==> images/m2.png <==
The bar under the picture is 20 µm long.
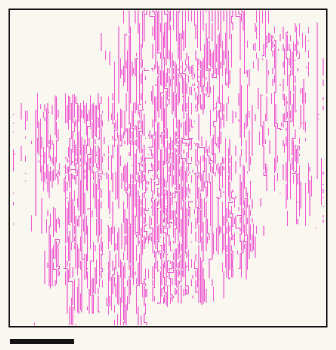
==> images/floorplan.png <==
The bar under the picture is 20 µm long. Pins as bars on the die edge.
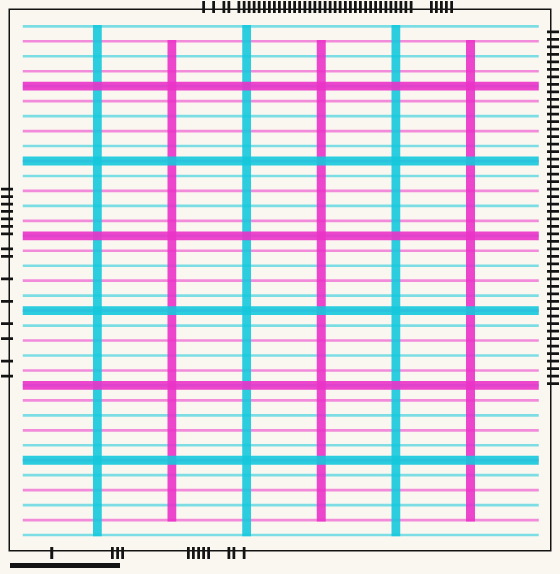
==> images/m3.png <==
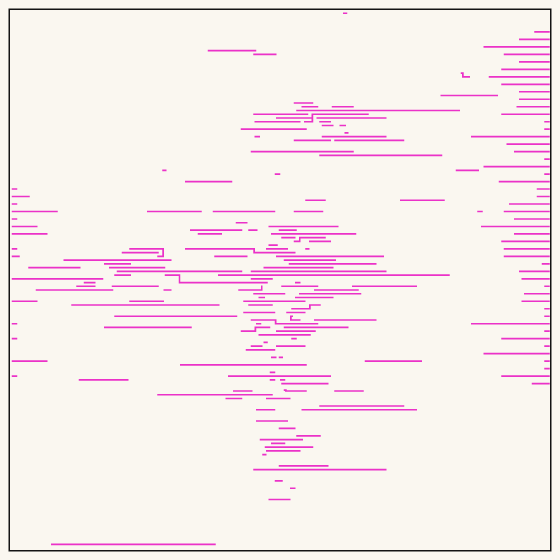
==> images/clock_nets.png <==
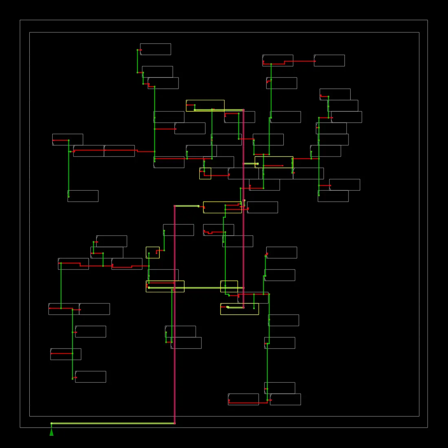
==> images/layers.png <==
The bar under the picture is 20 µm long. Only two layers are drawn.
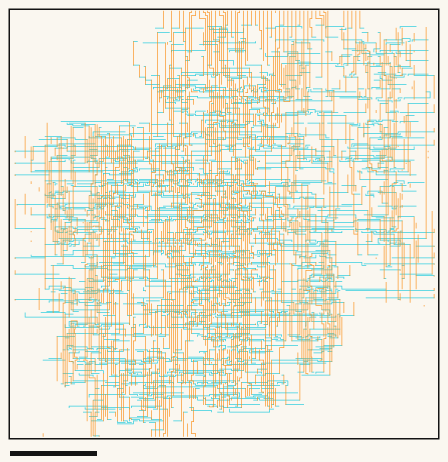
--- src/rtl/text_console_pkg.sv ---
// Shared types and constants for the text console front end.
package text_console_pkg;

  localparam int unsigned COLS_DEF = 80;
  localparam int unsigned ROWS_DEF = 60;
  localparam int unsigned CELLS    = COLS_DEF * ROWS_DEF;

  localparam logic [7:0] CH_CR      = 8'h0D;
  localparam logic [7:0] CH_LF      = 8'h0A;
  localparam logic [7:0] CH_BS      = 8'h08;
  localparam logic [7:0] CH_FF      = 8'h0C;
  localparam logic [7:0] CH_SPACE   = 8'h20;
  localparam logic [7:0] ATTR_RESET = 8'h07;

  typedef enum logic [2:0] {
    StIdle,
    StPutC,
    StPutA,
    StScrRd,
    StScrLat,
    StScrWr,
    StFill,
    StClr
  } state_e;

  function automatic logic [3:0] lane_sel(logic [1:0] lane);
    return 4'b0001 << lane;
  endfunction

endpackage

--- src/rtl/text_console_if.sv ---
// Byte-addressed bus between the console and the video block's RAM slave port.
interface text_console_if;
  logic [13:0] adr;
  logic [31:0] dat_w;
  logic [31:0] dat_r;
  logic [3:0]  sel;
  logic        we;
  logic        stb;
  logic        ack;

  modport master (
    output adr, dat_w, sel, we, stb,
    input  ack, dat_r
  );

  modport slave (
    input  adr, dat_w, sel, we, stb,
    output ack, dat_r
  );
endinterface

--- src/rtl/tc_addr_gen.sv ---
// Cell address generator: cursor or linear cell index, plane offset, byte lane and lane select.
module tc_addr_gen
  import text_console_pkg::*;
#(
  parameter logic [13:0] COLOR_BASE = 14'h2000
) (
  input  logic [5:0]  row_i,
  input  logic [6:0]  col_i,
  input  logic [12:0] lin_idx_i,
  input  logic        use_lin_i,
  input  logic        plane_i,
  output logic [13:0] adr_o,
  output logic [1:0]  lane_o,
  output logic [3:0]  sel_o
);

  logic [12:0] cur_idx;
  logic [12:0] idx;

  // row*80 as row*64 + row*16
  assign cur_idx = 13'({row_i, 6'b0}) + 13'({row_i, 4'b0}) + 13'(col_i);
  assign idx     = use_lin_i ? lin_idx_i : cur_idx;
  assign adr_o   = (plane_i ? COLOR_BASE : 14'd0) + {1'b0, idx};
  assign lane_o  = adr_o[1:0];
  assign sel_o   = lane_sel(lane_o);

endmodule

--- src/rtl/text_console.sv ---
// Character-stream front end: cursor handling, glyph/attribute writes, clear and scroll-up.
module text_console
  import text_console_pkg::*;
#(
  parameter int unsigned COLS           = COLS_DEF,
  parameter int unsigned ROWS           = ROWS_DEF,
  parameter logic [13:0] COLOR_BASE     = 14'h2000,
  parameter bit          CLEAR_ON_RESET = 1'b1
) (
  input  logic               clk_25mhz,
  input  logic               rst_i,
  input  logic [7:0]         ch_dat_i,
  input  logic [7:0]         attr_i,
  input  logic               ch_valid_i,
  output logic               ch_ready_o,
  text_console_if.master     bus,
  output logic [6:0]         cur_col_o,
  output logic [5:0]         cur_row_o,
  output logic               busy_o
);

  localparam logic [6:0]  LastCol     = 7'(COLS - 1);
  localparam logic [5:0]  LastRow     = 6'(ROWS - 1);
  localparam logic [12:0] LastCell    = 13'(COLS * ROWS - 1);
  localparam logic [12:0] RowCells    = 13'(COLS);
  localparam logic [12:0] LastRowBase = 13'(COLS * ROWS - COLS);

  state_e      state_q, state_d;
  logic [6:0]  col_q, col_d;
  logic [5:0]  row_q, row_d;
  logic [12:0] idx_q, idx_d;
  logic        plane_q, plane_d;
  logic [7:0]  ch_q, ch_d;
  logic [7:0]  attr_q, attr_d;
  logic [7:0]  rd_q, rd_d;
  // First cycle out of reset decides between the power-on clear and plain idle
  logic        boot_q;

  logic        stb, we, use_lin, plane_sel;
  logic [12:0] lin_idx;
  logic [31:0] dat_w;
  logic [13:0] gen_adr;
  logic [1:0]  gen_lane;
  logic [3:0]  gen_sel;
  logic        acc, take;

  tc_addr_gen #(
    .COLOR_BASE (COLOR_BASE)
  ) u_addr_gen (
    .row_i     (row_q),
    .col_i     (col_q),
    .lin_idx_i (lin_idx),
    .use_lin_i (use_lin),
    .plane_i   (plane_sel),
    .adr_o     (gen_adr),
    .lane_o    (gen_lane),
    .sel_o     (gen_sel)
  );

  assign acc  = stb & bus.ack;
  assign take = ch_valid_i & ch_ready_o;

  always_ff @(posedge clk_25mhz) begin
    if (!rst_i) begin
      state_q <= StIdle;
      col_q   <= '0;
      row_q   <= '0;
      idx_q   <= '0;
      plane_q <= 1'b0;
      ch_q    <= '0;
      attr_q  <= ATTR_RESET;
      rd_q    <= '0;
      boot_q  <= 1'b1;
    end else begin
      state_q <= state_d;
      col_q   <= col_d;
      row_q   <= row_d;
      idx_q   <= idx_d;
      plane_q <= plane_d;
      ch_q    <= ch_d;
      attr_q  <= attr_d;
      rd_q    <= rd_d;
      boot_q  <= 1'b0;
    end
  end

  always_comb begin
    state_d = state_q;
    col_d   = col_q;
    row_d   = row_q;
    idx_d   = idx_q;
    plane_d = plane_q;
    ch_d    = ch_q;
    attr_d  = attr_q;
    rd_d    = rd_q;
    unique case (state_q)
      StIdle: begin
        if (boot_q) begin
          if (CLEAR_ON_RESET) begin
            state_d = StClr;
            idx_d   = '0;
            plane_d = 1'b0;
          end
        end else if (take) begin
          ch_d   = ch_dat_i;
          attr_d = attr_i;
          if (ch_dat_i == CH_CR) begin
            col_d = '0;
          end else if (ch_dat_i == CH_LF) begin
            col_d = '0;
            if (row_q != LastRow) begin
              row_d = row_q + 6'd1;
            end else begin
              state_d = StScrRd;
              idx_d   = RowCells;
              plane_d = 1'b0;
            end
          end else if (ch_dat_i == CH_BS) begin
            if (col_q != 7'd0) col_d = col_q - 7'd1;
          end else if (ch_dat_i == CH_FF) begin
            state_d = StClr;
            idx_d   = '0;
            plane_d = 1'b0;
            col_d   = '0;
            row_d   = '0;
          end else if (ch_dat_i >= CH_SPACE) begin
            state_d = StPutC;
          end
        end
      end
      StPutC: if (acc) state_d = StPutA;
      StPutA: begin
        if (acc) begin
          if (col_q == LastCol) begin
            col_d = '0;
            if (row_q != LastRow) begin
              row_d   = row_q + 6'd1;
              state_d = StIdle;
            end else begin
              state_d = StScrRd;
              idx_d   = RowCells;
              plane_d = 1'b0;
            end
          end else begin
            col_d   = col_q + 7'd1;
            state_d = StIdle;
          end
        end
      end
      StScrRd: if (acc) state_d = StScrLat;
      StScrLat: begin
        rd_d    = bus.dat_r[{gen_lane, 3'b000} +: 8];
        state_d = StScrWr;
      end
      StScrWr: begin
        if (acc) begin
          if (idx_q != LastCell) begin
            idx_d   = idx_q + 13'd1;
            state_d = StScrRd;
          end else if (!plane_q) begin
            plane_d = 1'b1;
            idx_d   = RowCells;
            state_d = StScrRd;
          end else begin
            plane_d = 1'b0;
            idx_d   = LastRowBase;
            state_d = StFill;
          end
        end
      end
      StFill, StClr: begin
        if (acc) begin
          if (idx_q != LastCell) begin
            idx_d = idx_q + 13'd1;
          end else if (!plane_q) begin
            plane_d = 1'b1;
            idx_d   = (state_q == StFill) ? LastRowBase : 13'd0;
          end else begin
            plane_d = 1'b0;
            state_d = StIdle;
          end
        end
      end
      default: state_d = StIdle;
    endcase
  end

  always_comb begin
    stb       = 1'b0;
    we        = 1'b0;
    dat_w     = '0;
    use_lin   = 1'b1;
    lin_idx   = idx_q;
    plane_sel = plane_q;
    unique case (state_q)
      StIdle: begin
        lin_idx   = '0;
        plane_sel = 1'b0;
      end
      StPutC: begin
        stb       = 1'b1;
        we        = 1'b1;
        use_lin   = 1'b0;
        plane_sel = 1'b0;
        dat_w     = {4{ch_q}};
      end
      StPutA: begin
        stb       = 1'b1;
        we        = 1'b1;
        use_lin   = 1'b0;
        plane_sel = 1'b1;
        dat_w     = {4{attr_q}};
      end
      StScrRd:  stb = 1'b1;
      // Address stays on the read cell so the lane mux picks the right byte
      StScrLat: stb = 1'b0;
      StScrWr: begin
        stb     = 1'b1;
        we      = 1'b1;
        lin_idx = idx_q - RowCells;
        dat_w   = {4{rd_q}};
      end
      StFill, StClr: begin
        stb   = 1'b1;
        we    = 1'b1;
        dat_w = plane_q ? {4{attr_q}} : {4{CH_SPACE}};
      end
      default: stb = 1'b0;
    endcase
  end

  assign bus.stb   = stb;
  assign bus.we    = we;
  assign bus.dat_w = dat_w;
  assign bus.adr   = gen_adr;
  assign bus.sel   = (state_q == StIdle) ? 4'b0000 : gen_sel;

  assign ch_ready_o = (state_q == StIdle) & ~boot_q;
  assign busy_o     = (state_q != StIdle) | (boot_q & CLEAR_ON_RESET);
  assign cur_col_o  = col_q;
  assign cur_row_o  = row_q;

endmodule

--- src/flat_wrapper.sv ---
// flat-port wrapper written by rule: the top's interface ports become plain ports
module text_console_flat import text_console_pkg::*;
#(
  parameter int unsigned COLS           = COLS_DEF,
  parameter int unsigned ROWS           = ROWS_DEF,
  parameter logic [13:0] COLOR_BASE     = 14'h2000,
  parameter bit          CLEAR_ON_RESET = 1'b1
)
  (clk_25mhz, rst_i, ch_dat_i, attr_i, ch_valid_i, ch_ready_o, cur_col_o, cur_row_o, busy_o, bus_adr, bus_dat_w, bus_sel, bus_we, bus_stb, bus_ack, bus_dat_r);
  text_console_if bus_i ();
  input  logic clk_25mhz;
  input  logic rst_i;
  input  logic [7:0] ch_dat_i;
  input  logic [7:0] attr_i;
  input  logic ch_valid_i;
  output logic ch_ready_o;
  output logic [6:0] cur_col_o;
  output logic [5:0] cur_row_o;
  output logic busy_o;
  output wire logic [$bits(bus_i.adr)-1:0] bus_adr;
  output wire logic [$bits(bus_i.dat_w)-1:0] bus_dat_w;
  output wire logic [$bits(bus_i.sel)-1:0] bus_sel;
  output wire logic [$bits(bus_i.we)-1:0] bus_we;
  output wire logic [$bits(bus_i.stb)-1:0] bus_stb;
  input wire logic [$bits(bus_i.ack)-1:0] bus_ack;
  input wire logic [$bits(bus_i.dat_r)-1:0] bus_dat_r;
  assign bus_adr = bus_i.adr;
  assign bus_dat_w = bus_i.dat_w;
  assign bus_sel = bus_i.sel;
  assign bus_we = bus_i.we;
  assign bus_stb = bus_i.stb;
  assign bus_i.ack = bus_ack;
  assign bus_i.dat_r = bus_dat_r;
  text_console #(.COLS(COLS), .ROWS(ROWS), .COLOR_BASE(COLOR_BASE), .CLEAR_ON_RESET(CLEAR_ON_RESET)) u_core (.clk_25mhz(clk_25mhz), .rst_i(rst_i), .ch_dat_i(ch_dat_i), .attr_i(attr_i), .ch_valid_i(ch_valid_i), .ch_ready_o(ch_ready_o), .bus(bus_i), .cur_col_o(cur_col_o), .cur_row_o(cur_row_o), .busy_o(busy_o));
endmodule
--- config.mk ---
export PLATFORM = sky130hd
export DESIGN_NAME = text_console_flat
export DESIGN_NICKNAME = d
export VERILOG_FILES = /design/src/rtl/text_console_pkg.sv /design/src/rtl/text_console_if.sv /design/src/rtl/tc_addr_gen.sv /design/src/rtl/text_console.sv /design/src/flat_wrapper.sv
export SDC_FILE = /design/constraint.sdc
export NUM_CORES = 1
export LEC_CHECK = 0
export ABC_AREA = 0
export CORE_MARGIN = 2
export CORE_UTILIZATION = 50
export CTS_BUF_LIST = sky130_fd_sc_hd__clkbuf_16
export DETAILED_ROUTE_END_ITERATION = 10
export GPL_ROUTABILITY_DRIVEN = 0
export HOLD_SLACK_MARGIN = 0.05
export PLACE_DENSITY = 0.93
export SLEW_MARGIN = 25
export SYNTH_ARGS = -nofsm -noshare
export SYNTH_HDL_FRONTEND = slang
export SYNTH_SLANG_ARGS = --single-unit
--- constraint.sdc ---
create_clock -name clk_25mhz -period 3.4 [get_ports clk_25mhz]
set_clock_uncertainty 0.2 [all_clocks]
set_input_delay 0.34 -clock clk_25mhz [delete_from_list [all_inputs] [get_ports clk_25mhz]]
set_output_delay 0.34 -clock clk_25mhz [all_outputs]
set_load 0.01 [all_outputs]
==> changes_impl.md <==
## Flow update

* Wire length on met1 at 5.439 mm
* Crit-path cells: inv_1, fa_1, inv_1, ha_1, a21o_1, a21o_1, a211o_1, o21ai_2, xor2_1, a21oi_1, buf_2
* Total power at 3.302 mW
* Hold Slack at approximately 0.26 ns
* Final Hold Viols at 0
* Unique masters post-synth at 75
* Yosys reg bits at 55
* Layout cells sized above 1 at 8.297%
* Mux area share at 1.157%
* Hold_sp: u_core.attr_q[5]$_SDFFE_PN0P_
* Worst setup path startpoint: u_core.cur_row_o[2]$_SDFFE_PN0P_
* Slew margin rel. at 52.01%
* Post-layout period usage at between 90% and 100%
* Main flop type: dfxtp_1
* Yosys adder share at under 10%
* GRT busiest layer: met2
* Slowest-stage cell, CP: fa_1
* Capture point of the worst path: bus_adr[10]
* Number of placement rows at 34
* CTS max path bufs at 2
* Peak Freq at 0.3020 GHz
* Pwr per Cell Area at 584.7 mW/mm²
* Antenna-violating nets left at 0
* Synth Warn # at 0
* Sequential Power Share at 24.6%
* TritonCTS Buffers at 5
* Worst-path fanout max at 2
* Syn-to-layout area delta at 27.34%
* YS chip area at 0.004434 mm²
* PortBufs at 118
* Final Setup Violations at 0
* RR Startpoint: u_core.idx_q[1]$_SDFFE_PN0P_
* Post_cts resized at 10
* CTS tree: built
* Met3 wire length at 1.415 mm
* Tot GR Track Use at 26.77%
* Initial DRC Count at around 710
* Dpl cell area at 0.005478 mm²
* Power of the combinational group at 1.96 mW
* Final TNS setup at 0 ns
* Synth top area share at 24.83%
* Initial antenna violation count at 0
* DRT Pass-1 Iters at 7
* Max incr delay on CP at 0.57 ns
* IO Pins at 119
* Total of max-cap violations at 0
* Clk network pwr share at 16.2%
* Status: finished clean
* Xor+xnor area frac at ~1.6%
* RSZ-0062 raised after global routing: no
* Post-Syn Area at 0.004434 mm²
* Comb pwr share at roughly three fifths
* Number of enable flip-flop cells at 0
* CP arrival at 2.77 ns
* Post-DP HPWL at between 10 and 15 mm
* Worst slew pin tran at 0.7165 ns
* Total grt overflow at 0
* Reg2Reg Capture Point: u_core.idx_q[8]$_SDFFE_PN0P_
* Cts hold-fix bufs at 0
* Startpoint Class: flop
* Vias/cell at 6.164
* Post-route cell area at 0.005647 mm²
* Internal at 1.812 mW
* First-pass GRT wire length at 21.65 mm
* Worst hold endpoint: u_core.attr_q[5]$_SDFFE_PN0P_
* Post-synth top cells: 109 x nand2_1, 57 x a21oi_1, 55 x dfxtp_1
* Clock Root Buffer: clkbuf_16
* Area leader, netlist: dfxtp_1
* Met2 Wirelength at 6.573 mm
* Final Slew Violations at 0
* Largest net degree at the start of global routing at 26
* P_sw at 1.490 mW
* Vias in the first global route at 4462
* CTS clk-pin slew, worst paths at 0.08 ns
* Final WS setup at roughly 0.088 ns
* Syn_nets at 678
* Synth Area in Simple Gates at 27.45%
* Avg Cell Area, Syn at 7.305 µm²
* FP Util at 51.10%
* Residual DRC at 0
* Post-synth ARST share at 0%
* Per-cell routed wire length at between 15 and 20 µm
* Dpl ws at -0.03079 ns
* Yosys cell count at ~600
* Top area cell types: dfxtp_1 25%, nand2_1 9.2%, a21oi_1 6.4%
## Picture notes: m2.png
The longest straight run is 48.5 µm. 640 nets have wire on it. The wires run mostly vertical. The layer holds 48% of the routed length. The layer carries 6570 µm of wire.

## Picture notes: floorplan.png
Cyan stands for VSS. Magenta stands for VDD.
6 straps on met4. The core has 34 rows.
Die Y-Extent: 98.17 µm
chip width: 98.17 µm
core area: 0.008678 mm²
VDD IR max: 279.9 µV

## Picture notes: m3.png
The layer carries 1420 µm of wire. The layer holds 10% of the routed length. 153 nets have wire on it.
via count: 4900
met3 usage: 4.796%
final WL: 13.74 mm

## Picture notes: clock_nets.png
later-pin clock latency in the skew report: 0.30 ns
Clock group: 533 µW
clock sinks: 55

## Picture notes: layers.png
Cyan stands for M1, wire length 5440 µm. Orange stands for M2, wire length 6570 µm.

## final cells by class
class                           instances  area, µm²
Clock buffer                            5      125.1
Fill cell                             695       3032
Tap cell                              108      135.1
Inverter                               30      112.6
Sequential cell                        55       1102
Clock inverter                          3      27.53
Timing Repair Buffer                  134       1289
Multi-Input combinational cell        460       2855
## placed cells by master, fill, tap and decap left out, types with 4 or more instances in the layout
cell type        synthesis  routed
xnor2_1                  5       4
o21a_1                   6       6
a211oi_1                 4       4
a22o_1                   4       4
a222oi_1                 7       7
a311oi_1                 4       4
ha_1                    17      17
o31ai_1                  5       5
o21ai_0                 29      27
nor3b_1                  5       5
o22ai_1                  5       5
nand4_1                  7       7
nand2_1                109     109
nor3_1                  19      19
buf_4                   29      16
clkdlybuf4s50_1          0     111
nor2b_1                  8       8
dfxtp_1                 55      54
a21boi_0                 5       5
nand3_1                 21      21
a21oi_1                 57      57
and3_1                   7       7
a31oi_1                  8       8
nand2b_1                 7       7
inv_1                   27      27
nor2_1                  31      31
a211o_1                  9       9
or3_1                    5       5
a21o_1                   4       4
clkbuf_16                0       5
mux2i_1                  4       4
a221oi_1                 7       6
## flip-flops by register name (all words and copies together) (netlist names)
| signal | count |
|---|---|
| u_core.attr_q | 8 |
| u_core.boot_q | 1 |
| u_core.ch_q | 8 |
| u_core.cur_col_o | 7 |
| u_core.cur_row_o | 6 |
| u_core.idx_q | 13 |
| u_core.plane_q | 1 |
| u_core.rd_q | 8 |
| u_core.state_q | 3 |
## worst max-delay path: cells and delay by family, from the launching register on
family | cells | cell delay (ns)
AOI/OAI and AO/OA | 5 | 0.83
xor gates and xnor gates | 1 | 0.16
adders and majority gates | 2 | 0.86
buffers and inverters | 3 | 0.29
DFF | 1 | 0.33
Power and IR drop assume default switching activity.
